--- src/rtl/mips_pkg.sv ---
// mips_pkg -- shared types and constants for the mips core memory subsystem.
//   arb_state_t : mem_arbiter FSM encoding (IDLE, BUSY_I, BUSY_D)
//   ARB_CNT_W   : width of the arbiter latency and starvation counters
package mips_pkg;

  localparam int unsigned ARB_CNT_W = 4;

  typedef enum logic [1:0] {
    IDLE   = 2'd0,
    BUSY_I = 2'd1,
    BUSY_D = 2'd2
  } arb_state_t;

endpackage

--- src/rtl/mem_arbiter.sv ---
// mem_arbiter -- single-port memory arbiter sharing one unified memory between
// the fetch unit (I-port) and the load/store unit (D-port).
//
// Ports:
//   clk, rst                      clock, synchronous active-high reset
//   i_req/i_addr                  fetch request (held until i_ready) and address
//   i_rdata/i_ready               fetch data and one-cycle completion pulse
//   d_req/d_we/d_addr/d_wdata     data request (held until d_ready), store flag,
//                                 address and store data
//   d_rdata/d_ready               load data and one-cycle completion pulse
//   mem_en/mem_we/mem_addr/
//   mem_wdata                     memory strobe (one cycle per access), write
//                                 enable, address and write data
//   mem_rdata                     memory read data
//
// Parameters: MEM_LAT (1..15) read latency, STARVE_LIMIT (1..15) maximum
// consecutive D grants while a fetch is pending.
//
// Timeline: request sampled at grant edge -> mem_en for one cycle -> ready
// pulse MEM_LAT cycles after the mem_en cycle, while still in BUSY_x with the
// latency counter at zero. The following cycle is IDLE, so a requester that
// still holds req during its ready cycle is never granted twice.
module mem_arbiter
  import mips_pkg::*;
#(
  parameter int unsigned ADDR_W       = 32,
  parameter int unsigned DATA_W       = 32,
  parameter int unsigned MEM_LAT      = 1,
  parameter int unsigned STARVE_LIMIT = 4
) (
  input  logic              clk,
  input  logic              rst,
  input  logic              i_req,
  input  logic [ADDR_W-1:0] i_addr,
  output logic [DATA_W-1:0] i_rdata,
  output logic              i_ready,
  input  logic              d_req,
  input  logic              d_we,
  input  logic [ADDR_W-1:0] d_addr,
  input  logic [DATA_W-1:0] d_wdata,
  output logic [DATA_W-1:0] d_rdata,
  output logic              d_ready,
  output logic              mem_en,
  output logic              mem_we,
  output logic [ADDR_W-1:0] mem_addr,
  output logic [DATA_W-1:0] mem_wdata,
  input  logic [DATA_W-1:0] mem_rdata
);

  localparam logic [ARB_CNT_W-1:0] LAT_INIT   = ARB_CNT_W'(MEM_LAT);
  localparam logic [ARB_CNT_W-1:0] STARVE_MAX = ARB_CNT_W'(STARVE_LIMIT);
  localparam logic [ARB_CNT_W-1:0] CNT_ONE    = ARB_CNT_W'(1);

  arb_state_t state_q, state_d;

  logic [ARB_CNT_W-1:0] lat_cnt_q, lat_cnt_d;
  logic [ARB_CNT_W-1:0] starve_cnt_q, starve_cnt_d;

  logic              mem_en_q, mem_en_d;
  logic              mem_we_q, mem_we_d;
  logic [ADDR_W-1:0] mem_addr_q, mem_addr_d;
  logic [DATA_W-1:0] mem_wdata_q, mem_wdata_d;
  logic              i_ready_q, i_ready_d;
  logic              d_ready_q, d_ready_d;
  logic [DATA_W-1:0] i_rdata_q, i_rdata_d;
  logic [DATA_W-1:0] d_rdata_q, d_rdata_d;

  logic grant_i, grant_d;

  // State register (all sequential state of the arbiter)
  always_ff @(posedge clk) begin
    if (rst) begin
      state_q      <= IDLE;
      lat_cnt_q    <= '0;
      starve_cnt_q <= '0;
      mem_en_q     <= 1'b0;
      mem_we_q     <= 1'b0;
      mem_addr_q   <= '0;
      mem_wdata_q  <= '0;
      i_ready_q    <= 1'b0;
      d_ready_q    <= 1'b0;
      i_rdata_q    <= '0;
      d_rdata_q    <= '0;
    end else begin
      state_q      <= state_d;
      lat_cnt_q    <= lat_cnt_d;
      starve_cnt_q <= starve_cnt_d;
      mem_en_q     <= mem_en_d;
      mem_we_q     <= mem_we_d;
      mem_addr_q   <= mem_addr_d;
      mem_wdata_q  <= mem_wdata_d;
      i_ready_q    <= i_ready_d;
      d_ready_q    <= d_ready_d;
      i_rdata_q    <= i_rdata_d;
      d_rdata_q    <= d_rdata_d;
    end
  end

  // Next-state logic: grants are decided only in IDLE, no preemption.
  always_comb begin
    state_d = state_q;
    grant_i = 1'b0;
    grant_d = 1'b0;
    case (state_q)
      IDLE: begin
        if (d_req && (starve_cnt_q < STARVE_MAX)) begin
          grant_d = 1'b1;
          state_d = BUSY_D;
        end else if (i_req) begin
          grant_i = 1'b1;
          state_d = BUSY_I;
        end else if (d_req) begin
          // Counter saturated but no fetch pending: serve D anyway.
          grant_d = 1'b1;
          state_d = BUSY_D;
        end
      end
      BUSY_I, BUSY_D: begin
        // Counter at zero marks the ready cycle; leave after it.
        if (lat_cnt_q == '0) state_d = IDLE;
      end
      default: state_d = IDLE;
    endcase
  end

  // Output / datapath next values
  always_comb begin
    lat_cnt_d    = lat_cnt_q;
    starve_cnt_d = starve_cnt_q;
    mem_en_d     = 1'b0;
    mem_we_d     = mem_we_q;
    mem_addr_d   = mem_addr_q;
    mem_wdata_d  = mem_wdata_q;
    i_ready_d    = 1'b0;
    d_ready_d    = 1'b0;
    i_rdata_d    = i_rdata_q;
    d_rdata_d    = d_rdata_q;

    if (grant_i) begin
      mem_en_d     = 1'b1;
      mem_we_d     = 1'b0;
      mem_addr_d   = i_addr;
      lat_cnt_d    = LAT_INIT;
      starve_cnt_d = '0;
    end

    if (grant_d) begin
      mem_en_d    = 1'b1;
      mem_we_d    = d_we;
      mem_addr_d  = d_addr;
      mem_wdata_d = d_wdata;
      lat_cnt_d   = LAT_INIT;
      if (!i_req) begin
        starve_cnt_d = '0;
      end else if (starve_cnt_q != STARVE_MAX) begin
        starve_cnt_d = starve_cnt_q + CNT_ONE;
      end
    end

    // The decrement to zero captures read data and raises the ready pulse,
    // so the pulse lands while the FSM still sits in BUSY_x.
    if ((state_q != IDLE) && (lat_cnt_q != '0)) begin
      lat_cnt_d = lat_cnt_q - CNT_ONE;
      if (lat_cnt_q == CNT_ONE) begin
        if (state_q == BUSY_I) begin
          i_ready_d = 1'b1;
          i_rdata_d = mem_rdata;
        end else begin
          d_ready_d = 1'b1;
          d_rdata_d = mem_rdata;
        end
      end
    end
  end

  assign mem_en    = mem_en_q;
  assign mem_we    = mem_we_q;
  assign mem_addr  = mem_addr_q;
  assign mem_wdata = mem_wdata_q;
  assign i_ready   = i_ready_q;
  assign d_ready   = d_ready_q;
  assign i_rdata   = i_rdata_q;
  assign d_rdata   = d_rdata_q;

endmodule

--- config.mk ---
export PLATFORM = sky130hd
export DESIGN_NAME = mem_arbiter
export DESIGN_NICKNAME = d
export VERILOG_FILES = /design/src/rtl/mips_pkg.sv /design/src/rtl/mem_arbiter.sv
export SDC_FILE = /design/constraint.sdc
export NUM_CORES = 1
export LEC_CHECK = 0
export CELL_PAD_IN_SITES_DETAIL_PLACEMENT = 1
export CELL_PAD_IN_SITES_GLOBAL_PLACEMENT = 1
export CORE_MARGIN = 10
export CORE_UTILIZATION = 31
export DETAILED_ROUTE_END_ITERATION = 10
export PLACE_DENSITY_LB_ADDON = 0.1
export SLEW_MARGIN = 20
export SYNTH_ARGS = -nofsm -noshare
export SYNTH_HDL_FRONTEND = slang
export SYNTH_SLANG_ARGS = --single-unit
--- constraint.sdc ---
create_clock -name clk -period 3.2 [get_ports clk]
set_input_delay 0.96 -clock clk [delete_from_list [all_inputs] [get_ports clk]]
set_output_delay 0.96 -clock clk [all_outputs]
set_load 0.1 [all_outputs]
### The clock network, run 1

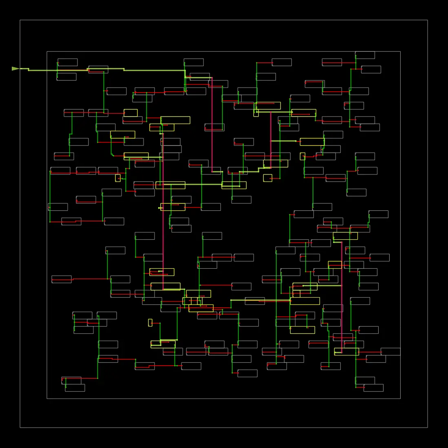
number of clock buffers in the layout: 20
clock sinks: 142

### Drive-strength map, run 1

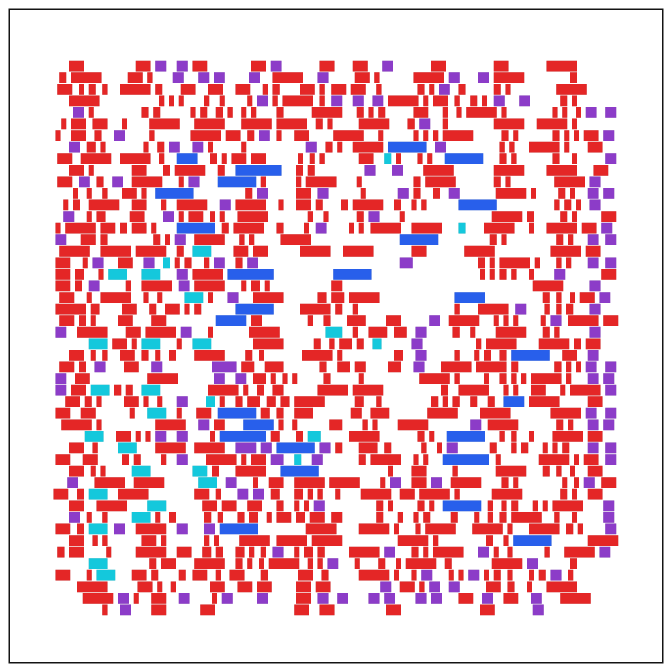
legend:
  x2:
    colour: cyan
    cells: 29
    share: 3.1%
    most_used: nor4_2
  x3 and x4:
    colour: purple
    cells: 152
    share: 16%
    most_used: buf_4
  x6 and larger:
    colour: blue
    cells: 26
    share: 2.8%
    most_used: clkbuf_16
  x1 and smaller:
    colour: red
    cells: 733
    share: 78%
    most_used: nand2_1
relative area change from synthesis to final layout: 56.5%
Repair and plain buffers: 281
fin worst setup slack: 0.711 ns
final non-filler cell area: 0.00862 mm^2

### Clock wires, drivers and flops, run 1

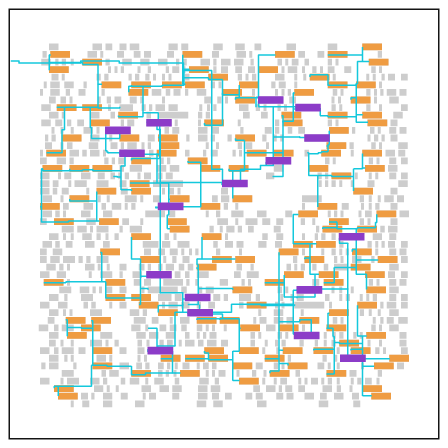
legend:
  flip-flops:
    colour: orange
    count: 142
  clock-net drivers:
    colour: purple
    count: 17
  clock wires:
    colour: cyan
    length: 1930 um
routed clock nets: 18
flops lie: all over the die

[run 1: layer usage]
layer	track usage, %	up-vias	part of all wire [%]
met2	29.9	177	50
li1	-	2749	-
met1	19.3	2675	39
met5	0	-	0
met3	8.02	24	8.8
met4	5.59	0	1.6
[run 1: through the flow]
stage / setup slack, ns / power [mW] / cell area, um^2
detailed placement: 0.337 / 3.63 / 8000
global route: 0.563 / 5.90 / 8620
CTS: 0.704 / 5.74 / 8620
floorplan: 1.21 / 3.13 / 5510
global placement: 0.455 / 3.59 / 8000
finish: 0.711 / 5.67 / 8620
[run 1: state kept, by name, indices dropped and copies added (netlist names)]
name          cells
lat_cnt_q         4
mem_wdata        32
d_rdata          32
mem_we            1
mem_addr         32
starve_cnt_q      4
i_rdata          32
state_q           2
d_ready           1
mem_en            1
i_ready           1
==> summary.log, run 1 <==
qor: yosys.postSynthSeqShare 51.6%
qor: yosys.simple_gate_area_share 29.6%
qor: placement.finalWeightedCongestion 0.776
qor: timing.fin_worst_hold_slack 0.453 ns
qor: critical_path.worstPathMaxFanout 26
qor: power.net-switching-power 2.00 mW
qor: final_layout.layout.cells.most_common_list nand2_1, buf_4, dfxtp_1
qor: timing.worst_slew_pin_slew 0.593 ns
qor: clocking.cts_buffer_depth 2
qor: power.seq_power_share 34.4%
qor: critical_path.cp_data_required_time 3.55 ns
qor: run_status.status finished, final reports clean
qor: clocking.tritoncts built
qor: yosys.synth_xor_xnor_area_share 0.159%
qor: detailed_routing.dr.first_iter.drc_count 189
qor: yosys.synth-area-yosys 0.00551 mm^2
qor: final_layout.ratio_of_cells_with_drive_above_1_in_the_final_layout 22.0%
qor: detailed_routing.drt_antenna_net_count 0
qor: timing.finClkSkew 0.0106 ns
qor: detailed_routing.first_pass_iters 4
qor: timing.tns 0 ns
qor: critical_path.startpoint_type input port
qor: final_layout.layout.buffer.nonclock.area_share 28.7%
qor: critical_path.timing.critical_path.arrival 2.84 ns
qor: yosys.synth.comb.largest_family simple AND/OR/NAND/NOR gates
qor: final_layout.n_fill_cell 2054
qor: placement.io_buffer_count 264
qor: detailed_routing.detailroute.via_count 5625
qor: critical_path.crit_path_top_delay_cell clkdlybuf4s50_1
qor: power.seq_cell_power 1.95 mW
qor: detailed_routing.totalWireLength 21.4 mm
qor: final_layout.top_area_cell_class flip-flops and latches
qor: floorplanning.num_rows 48
qor: final_layout.area.combinational 0.00237 mm^2
qor: floorplanning.floorplan.die_area 0.0235 mm^2
qor: timing.layout_min_cycle_time 2.49 ns
qor: min_path.hold_removal_path_class reg -> reg
qor: critical_path.critPathTopFamily buffers and inverters
qor: yosys.mux_share 0.204%
qor: yosys.netlist_area 0.00551 mm^2
qor: detailed_routing.wl_per_cell 18.4 um
qor: critical_path.critical_path_depth 6
qor: clocking.post-cts-setup-buffer-count 0
qor: timing.timing.final.setup_violations 0
qor: final_layout.final-clk-cell-share 7.21%
qor: yosys.synth.avg_cell_area 8.09 um^2
qor: yosys.post-synth-top-area-cell dfxtp_1
qor: floorplanning.fp_util 31.7%
qor: flow_run.warning_count 29
qor: critical_path.rr_endpoint mem_wdata[20]$_SDFFE_PP0P_
==> run 2, diff against run 1 <==
--- a/config.mk
+++ b/config.mk
@@ -8,7 +8,7 @@
 export CELL_PAD_IN_SITES_DETAIL_PLACEMENT = 1
 export CELL_PAD_IN_SITES_GLOBAL_PLACEMENT = 1
 export CORE_MARGIN = 10
-export CORE_UTILIZATION = 31
+export CORE_UTILIZATION = 28
 export DETAILED_ROUTE_END_ITERATION = 10
 export PLACE_DENSITY_LB_ADDON = 0.1
 export SLEW_MARGIN = 20
==> constraint.sdc (replaced) <==
create_clock -name clk -period 2.55 [get_ports clk]
set_input_delay 0.765 -clock clk [delete_from_list [all_inputs] [get_ports clk]]
set_output_delay 0.765 -clock clk [all_outputs]
set_load 0.1 [all_outputs]
### The metal 1 layer, run 2

Supply wires on this layer in grey. Cells faint in the background.
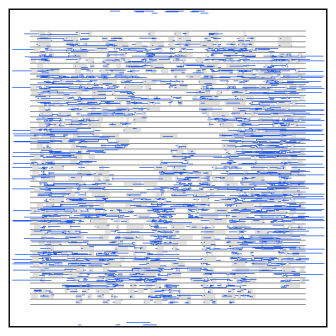
longest straight run: 40.5 um
main direction: horizontal
nets with wire on the layer: 944
wire length on this layer: 9030 um
share of all routed wire: 42%

==> summary.log, run 2 <==
qor: yosys.synth.avg_cell_area 8.09 um^2 [unchanged]
qor: final_layout.ratio_of_cells_with_drive_above_1_in_the_final_layout 21.6% [-0.46 points]
qor: placement.pre_cts_slack 0.0797 ns [-0.257 ns]
qor: power.seq_cell_power 2.45 mW [+26%]
qor: flow_run.warning_count 29 [unchanged]
qor: power.power_after_layout 7.05 mW [+24%]
qor: yosys.postSynthSeqShare 51.6% [unchanged]
qor: timing.tns 0 ns [unchanged]
qor: grt.busiest_layer met2
qor: timing.worst_slew_pin_slew 0.507 ns [-0.0858 ns]
qor: final_layout.layout.buffer.nonclock.area_share 28.7% [-0.038 points]
qor: grt.met2_usage 27.0% [-2.9 points]
qor: critical_path.crit_path_top_delay_cell clkdlybuf4s50_1
qor: critical_path.timing.critical_path.arrival 2.33 ns [-0.51 ns]
qor: final_layout.n_fill_cell 2342 [+14%]
qor: floorplanning.fp_util 28.4% [-3.3 points]
qor: final_layout.non_clock_buffer_count 277 [-1.4%]
qor: detailed_routing.dr_wl_met3 1.95 mm [+3.5%]
qor: detailed_routing.drt_antenna_net_count 0 [unchanged]
qor: final_layout.number_of_clock_buffers_in_the_layout 21 [+5.0%]
qor: grt.global_route_met1_utilization 18.3% [-1.0 points]
qor: detailed_routing.totalWireLength 21.4 mm [+0.22%]
qor: final_layout.flow.area_growth_from_synthesis 57.2%
qor: yosys.post-synth-top-area-cell dfxtp_1
qor: final_layout.final_area 0.00866 mm^2 [+0.44%]
qor: timing.layout_min_cycle_time 2.02 ns
qor: yosys.netlist_area 0.00551 mm^2 [unchanged]
qor: grt.met3_routing_resource_usage_after_global_routing 7.61% [-0.42 points]
qor: detailed_routing.detailroute.via_count 5620 [-0.089%]
qor: critical_path.startpoint_type input port
qor: run_status.status finished, final reports clean
qor: timing.fin_ws 0.531 ns [-0.180 ns]
qor: yosys.synth-area-yosys 0.00551 mm^2 [unchanged]
qor: final_layout.layout.cells.most_common_list nand2_1, dfxtp_1, buf_4
qor: clocking.post-cts-setup-buffer-count 0 [unchanged]
qor: min_path.hold_removal_path_class reg -> reg
qor: placement.io_buffer_count 264 [unchanged]
qor: clocking.cts_buffer_depth 2 [unchanged]
qor: critical_path.rr_endpoint mem_addr[28]$_SDFFE_PP0P_
qor: clocking.tritoncts built
qor: detailed_routing.route.layer.met1.wl 9.03 mm [+7.5%]
qor: timing.finClkSkew 0.0142 ns [+0.00360 ns]
qor: critical_path.critPathTopFamily buffers and inverters
qor: power.seq_power_share 34.8% [+0.4 points]
qor: timing.fin_worst_hold_slack 0.456 ns [+0.00213 ns]
-- run 2: cells by family (layout without fill, tap and decap cells) --
logic type      Yosys count  after routing  share of synthesized area [%]
flops                   142            142                           51.6
mux                       1              1                          0.204
simple gates            352            352                           29.6
buf+inv                  61            317                           5.63
compound gates          118            118                           11.4
fa+ha+maj                 6              6                           1.36
other cells               0              1                              0
xor+xnor                  1              1                          0.159
-- run 2: worst register-to-register path, cell delays in order (launching register included) --
cell     delay, ns
dfxtp_1       0.33
inv_1         0.06
ha_1          0.43
nand2_2       0.19
nor2b_4       0.17
buf_12        0.28
nor3_1        0.11
nor4_1        0.24
Power is estimated from default activity; no workload was simulated.
